**src/rtl/pkg_cpu.sv**
```systemverilog
// pkg_cpu: shared opcodes, PC-source encodings, fetch FSM states and instruction fields
package pkg_cpu;

    localparam int INSTR_W = 16;
    localparam int OPC_MSB = 15;
    localparam int OPC_LSB = 12;
    localparam int END_MSB = 11;
    localparam int END_LSB = 0;

    localparam logic [3:0] OP_ADD  = 4'd0;
    localparam logic [3:0] OP_SUB  = 4'd1;
    localparam logic [3:0] OP_AND  = 4'd2;
    localparam logic [3:0] OP_OR   = 4'd3;
    localparam logic [3:0] OP_XOR  = 4'd4;
    localparam logic [3:0] OP_NOT  = 4'd5;
    localparam logic [3:0] OP_SHL  = 4'd6;
    localparam logic [3:0] OP_SHR  = 4'd7;
    localparam logic [3:0] OP_ADDI = 4'd8;
    localparam logic [3:0] OP_LW   = 4'd9;
    localparam logic [3:0] OP_SW   = 4'd10;
    localparam logic [3:0] OP_JUMP = 4'd11;
    localparam logic [3:0] OP_BEQ  = 4'd12;
    localparam logic [3:0] OP_BNE  = 4'd13;
    localparam logic [3:0] OP_NOP  = 4'd14;
    localparam logic [3:0] OP_MUL  = 4'd15;

    localparam logic [1:0] FCP_SEQ    = 2'b00;
    localparam logic [1:0] FCP_DESVIO = 2'b01;
    localparam logic [1:0] FCP_SALTO  = 2'b10;

    typedef enum logic [2:0] {
        OCIOSO,
        BUSCA,
        DECOD,
        EXEC,
        ESCREVE_PC
    } estado_t;

endpackage

```
**src/rtl/contador_programa.sv**
```systemverilog
// contador_programa: program counter register with next-value selection and wrap
module contador_programa
    import pkg_cpu::*;
#(
    parameter int ADDR_W = 8,
    parameter logic [ADDR_W-1:0] PC_RESET = '0
) (
    input  logic              clk,
    input  logic              rst,
    input  logic              escreve,
    input  logic              EscCP,
    input  logic              EscCondCP,
    input  logic [1:0]        FonteCP,
    input  logic              zero,
    input  logic [ADDR_W-1:0] alvo_desvio,
    input  logic [END_MSB:0]  endereco,
    output logic [ADDR_W-1:0] pc
);

    logic [ADDR_W-1:0] inc;
    logic [ADDR_W-1:0] salto;
    logic [ADDR_W-1:0] fonte;
    logic [ADDR_W-1:0] prox;
    logic [ADDR_W+END_MSB:0] ext;

    // a not-taken conditional branch still advances; only with no write request does the PC hold
    always_comb begin
        inc   = pc + 1'b1;
        ext   = {{ADDR_W{1'b0}}, endereco};
        salto = ext[ADDR_W-1:0];
        fonte = (FonteCP == FCP_DESVIO) ? alvo_desvio :
                (FonteCP == FCP_SALTO)  ? salto : inc;
        prox  = (EscCondCP && !zero)   ? inc :
                (EscCP || EscCondCP)   ? fonte : pc;
    end

    // PC register, written only in the PC-update state
    always_ff @(posedge clk) begin
        if (rst)
            pc <= PC_RESET;
        else if (escreve)
            pc <= prox;
    end

endmodule

```
**src/rtl/busca_instrucao.sv**
```systemverilog
// busca_instrucao: fetch/decode/execute/PC-update sequencer with memory handshake
module busca_instrucao
    import pkg_cpu::*;
#(
    parameter int ADDR_W = 8,
    parameter logic [ADDR_W-1:0] PC_RESET = '0
) (
    input  logic               clk,
    input  logic               rst,
    output logic               mem_req,
    output logic [ADDR_W-1:0]  mem_addr,
    input  logic               mem_ack,
    input  logic [INSTR_W-1:0] mem_rdata,
    output logic [INSTR_W-1:0] ir,
    output logic [3:0]         opcode,
    output logic [ADDR_W-1:0]  pc,
    output logic               instr_valida,
    input  logic               EscCP,
    input  logic               EscCondCP,
    input  logic [1:0]         FonteCP,
    input  logic               zero,
    input  logic [ADDR_W-1:0]  alvo_desvio,
    input  logic               exec_pronto
);

    estado_t estado;
    estado_t prox;

    // state register
    always_ff @(posedge clk) begin
        if (rst)
            estado <= OCIOSO;
        else
            estado <= prox;
    end

    // next state and Moore outputs
    always_comb begin
        prox         = estado;
        mem_req      = 1'b0;
        instr_valida = 1'b0;
        unique case (estado)
            OCIOSO:     prox = BUSCA;
            BUSCA: begin
                mem_req = 1'b1;
                if (mem_ack)
                    prox = DECOD;
            end
            DECOD:      prox = EXEC;
            EXEC: begin
                instr_valida = 1'b1;
                if (exec_pronto)
                    prox = ESCREVE_PC;
            end
            ESCREVE_PC: prox = BUSCA;
            default:    prox = OCIOSO;
        endcase
    end

    // instruction register loads only on an acknowledged fetch
    always_ff @(posedge clk) begin
        if (rst)
            ir <= '0;
        else if (estado == BUSCA && mem_ack)
            ir <= mem_rdata;
    end

    assign opcode   = ir[OPC_MSB:OPC_LSB];
    assign mem_addr = pc;

    contador_programa #(
        .ADDR_W   (ADDR_W),
        .PC_RESET (PC_RESET)
    ) u_pc (
        .clk         (clk),
        .rst         (rst),
        .escreve     (estado == ESCREVE_PC),
        .EscCP       (EscCP),
        .EscCondCP   (EscCondCP),
        .FonteCP     (FonteCP),
        .zero        (zero),
        .alvo_desvio (alvo_desvio),
        .endereco    (ir[END_MSB:END_LSB]),
        .pc          (pc)
    );

endmodule

```
**config.mk**
```make
export PLATFORM = sky130hd
export DESIGN_NAME = busca_instrucao
export DESIGN_NICKNAME = d
export VERILOG_FILES = /design/src/rtl/pkg_cpu.sv /design/src/rtl/contador_programa.sv /design/src/rtl/busca_instrucao.sv
export SDC_FILE = /design/constraint.sdc
export NUM_CORES = 1
export LEC_CHECK = 0
export ABC_AREA = 1
export CAP_MARGIN = 20
export CELL_PAD_IN_SITES_DETAIL_PLACEMENT = 0
export CELL_PAD_IN_SITES_GLOBAL_PLACEMENT = 1
export CORE_UTILIZATION = 29
export DETAILED_ROUTE_END_ITERATION = 12
export PLACE_DENSITY = 0.92
export SYNTH_ARGS = -nofsm -noshare
export SYNTH_HDL_FRONTEND = slang
export SYNTH_SLANG_ARGS = --single-unit
```
**constraint.sdc**
```tcl
create_clock -name clk -period 1.8 [get_ports clk]
set_input_delay 0.36 -clock clk [delete_from_list [all_inputs] [get_ports clk]]
set_output_delay 0.36 -clock clk [all_outputs]
set_load 0.01 [all_outputs]
```
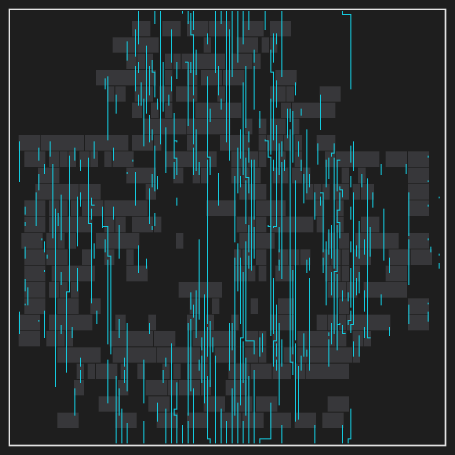
(run_1/met2.png)
Drawn at 6 px/µm.
nets with wire on the layer	236
longest straight run	38.7 µm
main direction	vertical
via count: 1442
met2 Resource Use GR: 0.265
Routed WL: 3570 µm

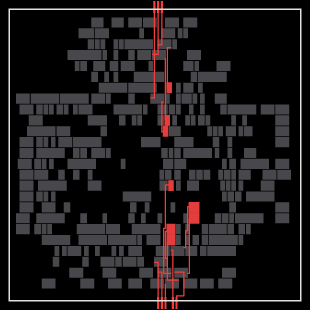
(run_1/port_nets.png)
Drawn at 4 px/µm.
port	color	bits	direction	edge	end cells	buffers	wire
alvo_desvio	red	8	input	5 bottom, 3 top	8	8	194 µm
Top Ports: 71
port buffer count: 70

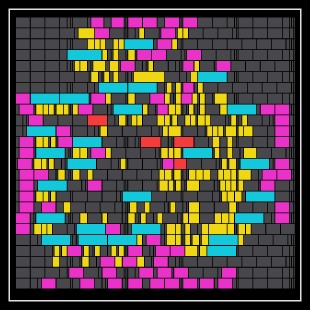
(run_1/cell_classes.png)
Drawn at 4 px/µm. Fill, decap, tap and diode cells in gray.
class	color	cells	share of their area
all other logic	yellow	160	36%
flip-flops	cyan	27	26%
clock drivers and dummy loads	red	4	2.4%
other buffers and delay cells	magenta	75	35%
Final Cell Area: 0.00217 mm²
total core area: 0.00475 mm²

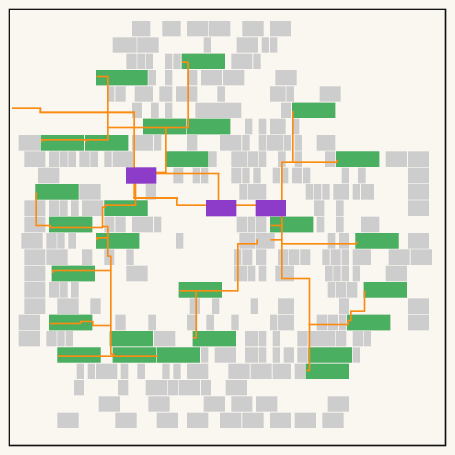
(run_1/clock_map.png)
Drawn at 6 px/µm.
[cells driving clock nets] purple | count: 3
[clock wires] orange | length: 351 µm
[flip-flops] green | count: 27
routed clock nets	4
Worst-Skew Late Latency: 0.28 ns
Clock power frac: 0.280
clk pwr: 0.370 mW
Max Clock Skew: 0.00247 ns

==> flow_metrics.env, run 1 <==
# implementation run metrics
export IMPL_path_cells="clkdlybuf4s50_1"
export IMPL_post_cts_setup_buffers=0
export IMPL_cts_sinks=27
export IMPL_logic_gates=134
export IMPL_fin_nets=301
export IMPL_area_share_nonclk_buffers=0.339
export IMPL_p_leak_nw=0.857
export IMPL_grt_pass1_vias=1308
export IMPL_r2r_cells=9
export IMPL_run_status="completed"
export IMPL_warning_count=26
export IMPL_cap_viol_max_count=0
export IMPL_hold_viol=0
export IMPL_overflow=0
export IMPL_maxSlewViolCount=0
export IMPL_setup_ws_ns=0.141
export IMPL_clk_share=0.0231
export IMPL_setup_viol=0
export IMPL_dieArea_mm2=0.00525
export IMPL_die_w_um=72.5
export IMPL_endpoint="mem_addr[5]"
export IMPL_drt_antenna_violating_nets=0
export IMPL_n_all_buffers=75
export IMPL_drt_iter0_drc=85
export IMPL_swShare=0.274
export IMPL_path_class="register to output pin"
export IMPL_synthTopCellsByArea="dfxtp_1, nand2_1, nor2_1"
export IMPL_finalNonFillerCells=333
export IMPL_cts_tree="done"
export IMPL_core_util_floorplan=0.303
-- run 1: registers in the layout, summed over array words and instances (netlist names) --
register / cells
ir: 16
u_pc.pc: 8
estado: 3
-- run 1: timing repair --
item | in CTS | in global routing
resized | 4 | 0
endpoints found under the hold margin | 0 | 0
setup endpoints to repair | 2 | 0
-- run 1: synthesized netlist by cell type, types with 2 or more instances --
cell	count
o21ai_0	20
nand3_1	4
nor2_2	2
a21oi_2	3
o211ai_1	2
inv_2	5
nor2_1	29
o21ai_2	3
o21ai_1	11
o22ai_1	2
dfxtp_1	27
buf_4	12
nand2_1	36
buf_6	4
inv_1	21
a21oi_1	15
-- run 1: layer usage --
layer | up-vias | GRT usage | share of wire
li1 | 771 | - | -
met1 | 632 | 0.154 | 0.42
met2 | 37 | 0.265 | 0.51
met3 | 2 | 0.0444 | 0.060
met4 | 0 | 0.0261 | 0.0039
met5 | - | 0 | 0
-- run 1: per-stage QoR --
step                       util  hold slack [ns]  TNS (ns)
final                     0.457            0.481         0
after global routing      0.457            0.508         0
after CTS                 0.457            0.489         0
after detailed placement  0.446            0.474  -0.00534
after global placement    0.446            0.462         0
after floorplan               -            0.429         0
-- run 1: cell families after synthesis --
group | synth area share
AND-OR/OR-AND | 0.227
buffers and inverters | 0.167
adder cells (fa/ha/maj) | 0.00869
flip-flops | 0.375
AND/OR/NAND/NOR | 0.222
-- run 1: power groups by stage --
stage / clock [mW] / combinational, mW / sequential (mW)
6_report: 0.370 / 0.299 / 0.653
5_1_grt: 0.407 / 0.330 / 0.658
4_1_cts: 0.381 / 0.304 / 0.654
3_5_place_dp: 0 / 0.306 / 0.667
3_3_place_gp: 0 / 0.303 / 0.667
2_1_floorplan: 0 / 0.133 / 0.678
==> run_1/final_clocks.png <==
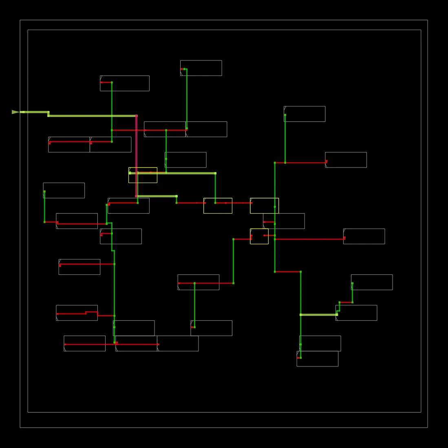

--- run 2 (diff from run 1) ---
- ABC_AREA: 1 -> unset
- CORE_UTILIZATION: 29 -> 25
- PLACE_DENSITY: 0.92 -> 0.82
- REMOVE_ABC_BUFFERS: unset -> 1
- clock period: 1.8 -> 1.4 ns (I/O delays scaled with it)
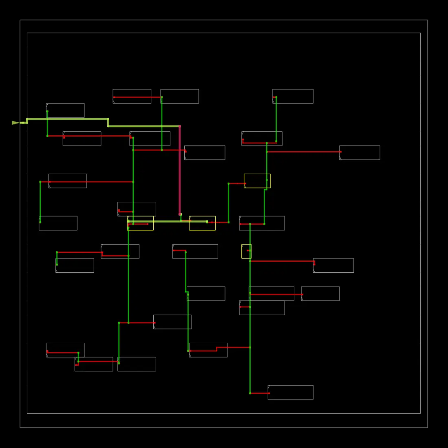
(run_2/final_clocks.png)
clock sinks: 27
Clock buffer cells: 3
clk pwr: 0.457 mW

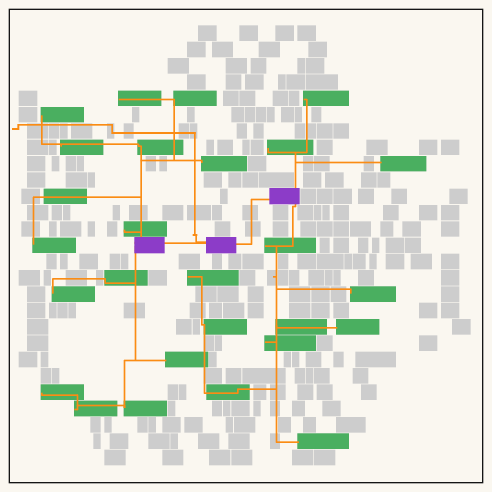
(run_2/clock_map.png)
Drawn at 6 px/µm.
[cells driving clock nets] purple | count: 3
[clock wires] orange | length: 400 µm
[flip-flops] green | count: 27
routed clock nets	4
Max Clock Skew: 0.00177 ns
Worst-Skew Late Latency: 0.27 ns
Clock power frac: 0.278

==> run 2 against run 1 <==
  * First-iteration DRC count grew 19%
  * Final cell count rose by 3.9%
  * Non-clock buffer count rose by 30
  * Clock-buffer cell count unchanged
  * Critical path type is now register to register
  * Worst hold slack got worse by 0.027 ns
  * Clock skew shrank 0.00070 ns
  * Register-to-register slack got worse by 0.43 ns
  * Clock power up 24%
  * Via count is 13% higher
  * Core utilization is 1.9 points lower
  * Worst setup slack lost 0.14 ns
==> flow_metrics.env, run 2 <==
# implementation run metrics
export IMPL_wirelength_um=4380
export IMPL_path_class="register to register"
export IMPL_setup_viol=0
export IMPL_place_port_buffers=70
export IMPL_dieArea_mm2=0.00619
export IMPL_drt_iter0_drc=101
export IMPL_p_seq_mw=0.811
export IMPL_via_per_inst=4.71
export IMPL_most_common_cell="nand2_1"
export IMPL_ios=71
export IMPL_maxSlewViolCount=0
export IMPL_synthTopCellsByArea="dfxtp_1, nand2_1, a21oi_1"
export IMPL_drt_antenna_violating_nets=0
export IMPL_num_vias=1630
export IMPL_endpoint="u_pc.pc[6]"
export IMPL_common_cells="nand2_1, dfxtp_1, a21oi_1"
export IMPL_logic_gates=132
export IMPL_clk_share=0.0190
export IMPL_largest_register_ffs=16
export IMPL_top_regs="ir: 16 flops, u_pc.pc: 8 flops, estado: 3 flops"
export IMPL_maxPowerGroup="registers"
export IMPL_finalNonFillerCells=346
export IMPL_cp_depth=5
export IMPL_core_util_floorplan=0.264
export IMPL_warning_count=27
export IMPL_swShare=0.267
export IMPL_path_cells="ha_2 > nand3_1 > nor4_2 > nor3_1 > a211oi_1"
export IMPL_n_all_buffers=105
export IMPL_area_share_nonclk_buffers=0.376
export IMPL_internal_power_mw=1.20
export IMPL_cts_tree="done"
export IMPL_overflow=0
export IMPL_grt_pass1_vias=1501
export IMPL_largest_register="ir"
export IMPL_holdWs_ns=0.454
export IMPL_run_status="completed"
export IMPL_p_leak_nw=1.08
export IMPL_ys_flops=27
export IMPL_powerComb_mw=0.374
export IMPL_drive_above_1_share=0.230
export IMPL_cap_viol_max_count=0
export IMPL_die_w_um=78.7
export IMPL_crit_buf_inv=0
export IMPL_postLayoutCellArea_mm2=0.00244
export IMPL_fin_nets=309
export IMPL_hold_viol=0
export IMPL_wl_per_cell_um=12.7
export IMPL_r2r_cells=5
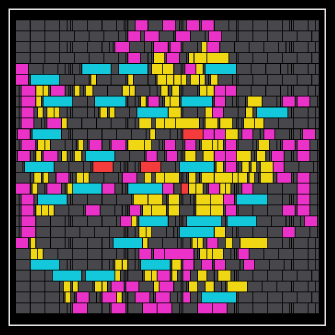
(run_2/cell_classes.png)
Drawn at 4 px/µm. Fill, decap, tap and diode cells in gray.
class	color	cells	share of their area
clock drivers and dummy loads	red	4	2.0%
all other logic	yellow	138	35%
other buffers and delay cells	magenta	105	39%
flip-flops	cyan	27	24%
Core Rows: 27
final core occ: 0.437
total core area: 0.00557 mm²
fraction of area in registers: 0.233

-- run 2: netlist changes by cell type in the layout (fill, tap and decap cells not counted), moves of 6 or more --
cell	delta
dfxtp_1	-10
a21oi_1	+6
dfxtp_2	+6
o21ai_1	-11
inv_1	-15
buf_4	+29
dlygate4sd2_1	+38
o21ai_0	-12
clkdlybuf4s50_1	-40
nor2_1	-25
-- run 2: kinds of logic (layout without fill, tap and decap cells) --
| logic type | Yosys count | in the layout | share of synthesized area |
|---|---|---|---|
| mux | 5 | 5 | 0.0349 |
| xor+xnor | 1 | 1 | 0.0111 |
| fa+ha+maj | 1 | 1 | 0.00852 |
| compound gates | 52 | 52 | 0.222 |
| flops | 27 | 27 | 0.368 |
| simple gates | 73 | 73 | 0.242 |
| buf+inv | 28 | 115 | 0.113 |
-- run 2: repair_timing --
action                                  CTS  global route
pin swaps                                 3             2
endpoints found under the setup margin   44            26
setup buffers                             3             1
gates resized                            70             4
-- run 2: stage by stage --
step	setup TNS, ns	util
after floorplan	-0.125	-
after global placement	-5.40	0.424
after detailed placement	-5.65	0.424
after CTS	-0.0230	0.434
after global routing	-0.266	0.437
final	0	0.437
-- run 2: metal layers --
| metal | up-vias | global-route usage | wire length [µm] | part of all wire |
|---|---|---|---|---|
| li1 | 819 | - | - | - |
| met1 | 749 | 0.185 | 1880 | 0.43 |
| met2 | 60 | 0.252 | 2090 | 0.48 |
| met3 | 2 | 0.0488 | 395 | 0.090 |
| met4 | 0 | 0.0222 | 17 | 0.0039 |
| met5 | - | 0 | 0 | 0 |
-- run 2: tightest hold or removal path: cells and delay by family (launching register included) --
| family | cells | cell delay [ns] |
|---|---|---|
| AND/OR/NAND/NOR | 1 | 0.05 |
| flip-flops | 1 | 0.32 |
| AND-OR/OR-AND | 1 | 0.05 |
No activity file was given, so power comes from the tool's default toggle rates.
